==> config.mk <==
export PLATFORM = sky130hd
export DESIGN_NAME = load_store_unit
export DESIGN_NICKNAME = d
export VERILOG_FILES = /design/src/rtl/lsu_pkg.sv /design/src/rtl/lsu_load_extend.sv /design/src/rtl/load_store_unit.sv
export SDC_FILE = /design/constraint.sdc
export NUM_CORES = 1
export LEC_CHECK = 0
export ABC_AREA = 1
export CORE_MARGIN = 2
export CORE_UTILIZATION = 35
export CTS_CLUSTER_SIZE = 30
export DETAILED_ROUTE_END_ITERATION = 8
export SLEW_MARGIN = 15
export SYNTH_ARGS = -nofsm -noshare
export SYNTH_HDL_FRONTEND = slang
export SYNTH_SLANG_ARGS = --single-unit
==> constraint.sdc <==
create_clock -name clk -period 4.16 [get_ports clk]
set_input_delay 1.04 -clock clk [delete_from_list [all_inputs] [get_ports clk]]
set_output_delay 1.04 -clock clk [all_outputs]
set_load 0.05 [all_outputs]
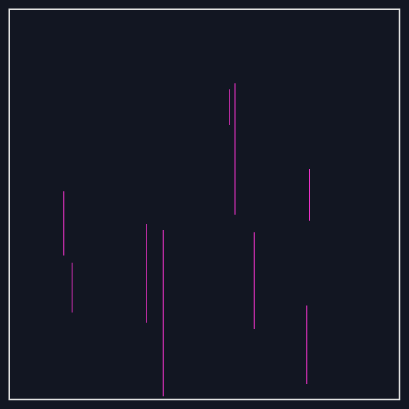
Run 1: met4 routing
(3 px per um)
The longest straight run is 55.1 um. The layer carries 255 um of wire. The layer holds 1.7% of the routed length. 5 nets have wire on it.
final wirelength: 15.4 mm
DR vias: 5374

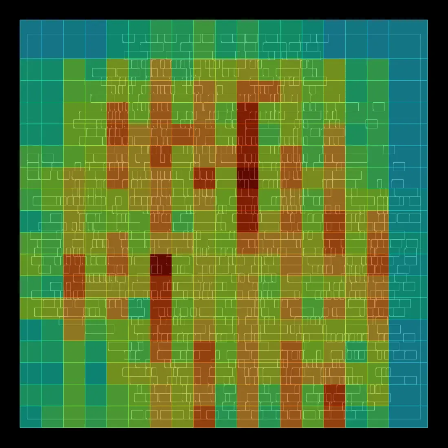
Run 1: routing congestion
gr busiest metal: met2
GRT Resource Usage Total: 0.189

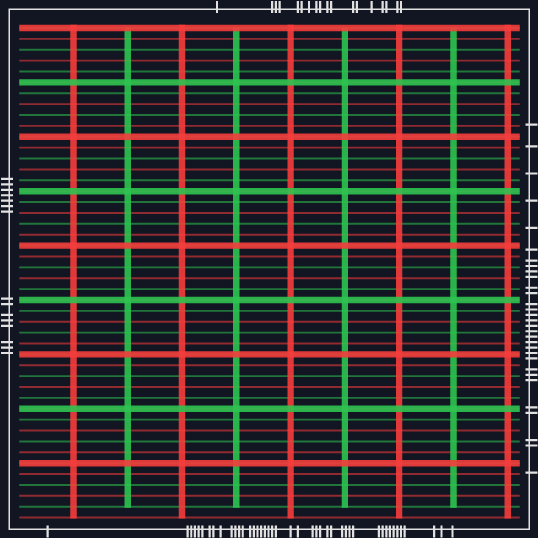
Run 1: supply network
(4 px per um) Pins as bars on the die edge.
VDD: shown in green. VSS: shown in red.
107 signal pins sit on the boundary. 46 met1 rails follow the rows.
peak supply drop: 0.325 mV
core area: 0.0153 sq mm

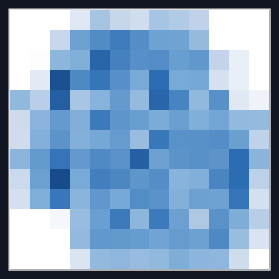
Run 1: local utilization
(2 px per um) 13 x 13 tiles, from white (low) to dark blue (high), 0 to 100% covered.
The mean over all tiles is 42%. The emptiest ninth of the die: top right. 15% of the tiles are nearly empty.
Initial Utilization: 0.361
Final Util: 0.478

==> Changelog: implementation, run 1 <==
### Metrics

- Status: finished clean
- Vias in the first global route: 5012
- Layout cell share with drive strength beyond 1: 0.0729
- Final hold vios: 0
- Worst-Margin Slew: 0.802 ns
- Fmax: 0.369 GHz
- Final setup fails: 0
- Pwr Total: 3700 uW
- Post-CTS resize count: 0
- R2R setup slack: approximately 1.6 ns
- Netlist cell types: 34
- Die Wd: 130 um
- FF-to-FF path depth: 7
- Yosys cell count: slightly below 800
- DRC Markers: 0
- Max Transition Viols Final: 0
- DP Worst Slack: 1.22 ns
- Leakage power: 0.00289 uW
- Total nets after synthesis: 852
- Fin worst setup slack: between 1 and 1.5 ns
- Synth mux share: 0
- Initial drt markers: approximately 410
- Worst endpoint required time: 3.12 ns
- Max Cap Violations: 0
- Ports: ~110
- Antenna cells: 0
- Postcts setup bufs: 0
- Clk_lat worst skew: 0.42 ns
- Largest net degree at the start of global routing: about 46
- Initial antenna violation count: 0
- Clk sinks: 120
- PD cells: roughly 510 mW/mm^2
- Clock transition at the registers of the reported paths: 0.05 ns
- Cell count after synthesis: 792
- CTS Hold Buffers Added: 0
- Cts bufs inserted: 17
- Setup TNS Final: 0 ns
- HPWL Detailed: 10.5 mm
- Avg Cell Area, Syn: 6.97 sq um
-- run 1: stage by stage --
stage	instances	utilization
floorplan	792	-
global placement	1071	0.434
detailed placement	1071	0.434
CTS	1103	0.478
global route	1103	0.478
finish	1103	0.478
-- run 1: synth_stat cells (all sizes together) --
library cell	instances
nand2	276
dfxtp	120
a21oi	87
nor2	80
o21ai	59
inv	43
nand3	41
buf	23
clkbuf	18
a31oi	16
a21boi	7
ha	7
o22ai	6
xor2	2
a211oi	1
a2bb2oi	1
nand4	1
nor3	1
o211ai	1
o21a	1
o31ai	1
-- run 1: power breakdown --
group	total (uW)	switching, uW	internal, uW	leakage [uW]
Combinational	737	501	236	0.00159
Clock	1670	538	1130	0.000323
Sequential	1290	56.9	1240	0.000980
Total	3700	1100	2610	0.00289
-- run 1: layout make-up --
class                      count  area [sq um]
timing repair buffer         109          1080
sequential                   120          2400
fill                        1565          8000
multi-input combinational    588          2740
clock buffer                  19           443
clock inverter                13           224
tap                          211           264
inverter                      43           164
-- run 1: cells by family after synthesis --
family	Yosys count
flops	120
simple gates	399
buf+inv	84
xor+xnor	2
fa+ha+maj	7
compound gates	180
-- run 1: metal layers --
metal,GRT usage,vias up
li1,-,2759
met1,0.258,2463
met5,0,-
met2,0.285,134
met3,0.0491,18
met4,0.0727,0
==> inputs of run 2 (changes only) <==
==> constraint.sdc (replaced) <==
create_clock -name clk -period 2.5 [get_ports clk]
set_input_delay 0.625 -clock clk [delete_from_list [all_inputs] [get_ports clk]]
set_output_delay 0.625 -clock clk [all_outputs]
set_load 0.05 [all_outputs]
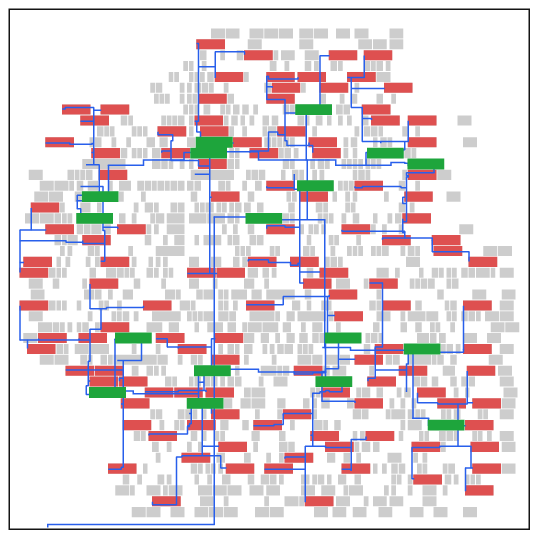
Run 2: clock distribution
(4 px per um)
clock wires: shown in blue, length 1610 um. flip-flops: shown in red, count 120. clock-net drivers: shown in green, count 17.
Position of the flops: spread over the die. There are 18 routed clock nets.
power in the clock group: 2410 uW
Max Clock Skew: 0.00586 ns

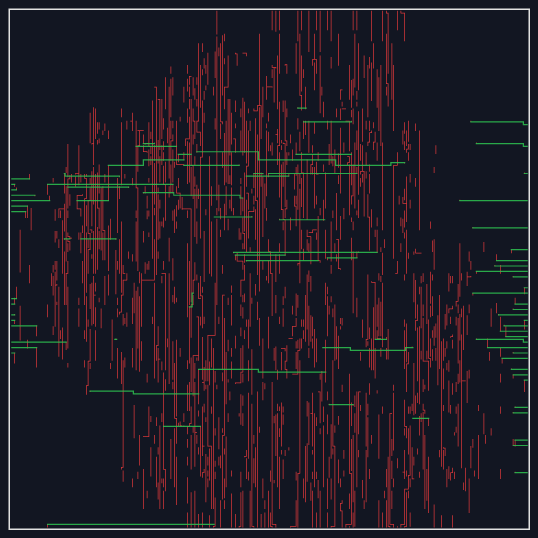
Run 2: metal layers overlaid
(4 px per um) Two of the layers only.
M2: shown in red, wire length 6720 um. M3: shown in green, wire length 777 um.
final wirelength: 15.5 mm
GRT Resource Usage Total: 0.191
DR vias: 5310
Avg WL per Cell: 13.9 um

==> run 2 against run 1 <==
  * Clock skew is 0.0013 ns higher
  * Combinational power grew 74%
  * Final cell count is 1.3% higher
  * Via count down 1.2%
  * Core utilization rose by 0.31 points
  * Hold slack worse by 0.0042 ns
  * Critical path depth unchanged
  * Clock-buffer cell count is 1 higher
  * Critical path type unchanged
  * Largest power group unchanged
==> Changelog: implementation, run 2 <==
### Metrics

- Cts bufs inserted: 17
- Post-CTS resize count: 0
- Worst endpoint required time: roughly 1.9 ns
- Avg Cell Area, Syn: about 7 sq um
- Cell with the most instances after synthesis: nand2_1
- Flop pwr share: 0.368
- Pwr Total: 5850 uW
- Antenna cells: 0
- Switching share of power: 0.304
- Initial antenna violation count: 0
- Core area: 0.0153 sq mm
- Fin worst setup slack: 0.191 ns
- Max Transition Viols Final: 0
- FF-to-FF path depth: 9
- Clock Power Share: 0.412
- Total nets after synthesis: roughly 850
- Internal power: around 4000 uW
- Clk sinks: 120
- PD cells: 794 mW/mm^2
- Initial drt markers: 402
- Clk_lat worst skew: 0.41 ns
- Cell count after synthesis: 792
- Fmax: 0.433 GHz
- CTS Hold Buffers Added: 0
- Final Util: 0.481
- Clock transition at the registers of the reported paths: about 0.05 ns
- Synth cell count leaders: nand2_1 (270), dfxtp_1 (120), a21oi_1 (85)
- Post-synth EDFFs: 0
- Final hold vios: 0
- Largest net degree at the start of global routing: 35
- Worst-Margin Slew: 0.562 ns
- Vias in the first global route: 4921
- Initial Utilization: 0.361
- Status: finished clean
- Setup TNS Final: 0 ns
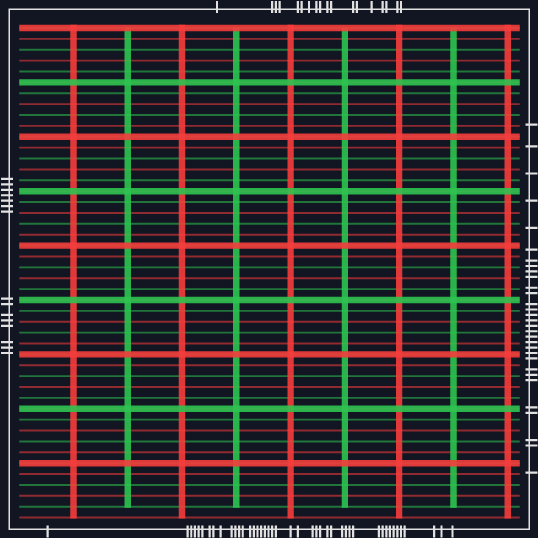
Run 2: supply network
(4 px per um) Pins as bars on the die edge.
VDD: shown in green. VSS: shown in red.
The core has 45 rows. 46 met1 rails follow the rows.
peak supply drop: 0.443 mV
die height: 130 um
Die Wd: 130 um

run 2: netlist changes by cell type in the layout (fill, tap and decap cells not counted), sizes merged:
| cell | change |
|---|---|
| bufinv | -3 |
| clkinv | +4 |
| clkinvlp | -2 |
| buf | +15 |
| inv | -1 |
| clkbuf | +1 |
run 2: cells by family after synthesis:
| kind of cell | Yosys count | synth area share |
|---|---|---|
| AND/OR/NAND/NOR | 399 | 0.302 |
| AND-OR/OR-AND | 180 | 0.175 |
| flip-flops | 120 | 0.435 |
| buffers and inverters | 84 | 0.0693 |
| adder cells (fa/ha/maj) | 7 | 0.0159 |
| XOR/XNOR | 2 | 0.00317 |
run 2: area by class of cell:
cell class | count | area (sq um) | area share
Inverter | 43 | 164 | 0.0223
Clock buffer | 20 | 447 | 0.0606
Timing Repair Buffer | 124 | 1220 | 0.166
Clock inverter | 11 | 130 | 0.0177
Multi-Input combinational cell | 588 | 2740 | 0.372
Sequential cell | 120 | 2400 | 0.326
Tap cell | 211 | 264 | 0.0358
run 2: metal layers:
metal / global-route usage / wire length (um)
met1: 0.269 / 7850
met2: 0.286 / 6720
met3: 0.0475 / 776
met4: 0.0607 / 152
met5: 0 / 0
run 2: power groups by stage:
stage	clock network (uW)	logic [uW]	registers, uW
after floorplan	0	606	2440
after global placement	0	1280	2190
after detailed placement	0	1280	2190
after CTS	2450	1290	2150
after global routing	2540	1400	2170
final	2410	1280	2150
run 2: through the flow:
stage,cell area (sq um),instances
finish,7370,1117
global route,7370,1117
CTS,7370,1117
detailed placement,6790,1086
global placement,6790,1086
floorplan,5520,792
Power and IR drop assume default switching activity.
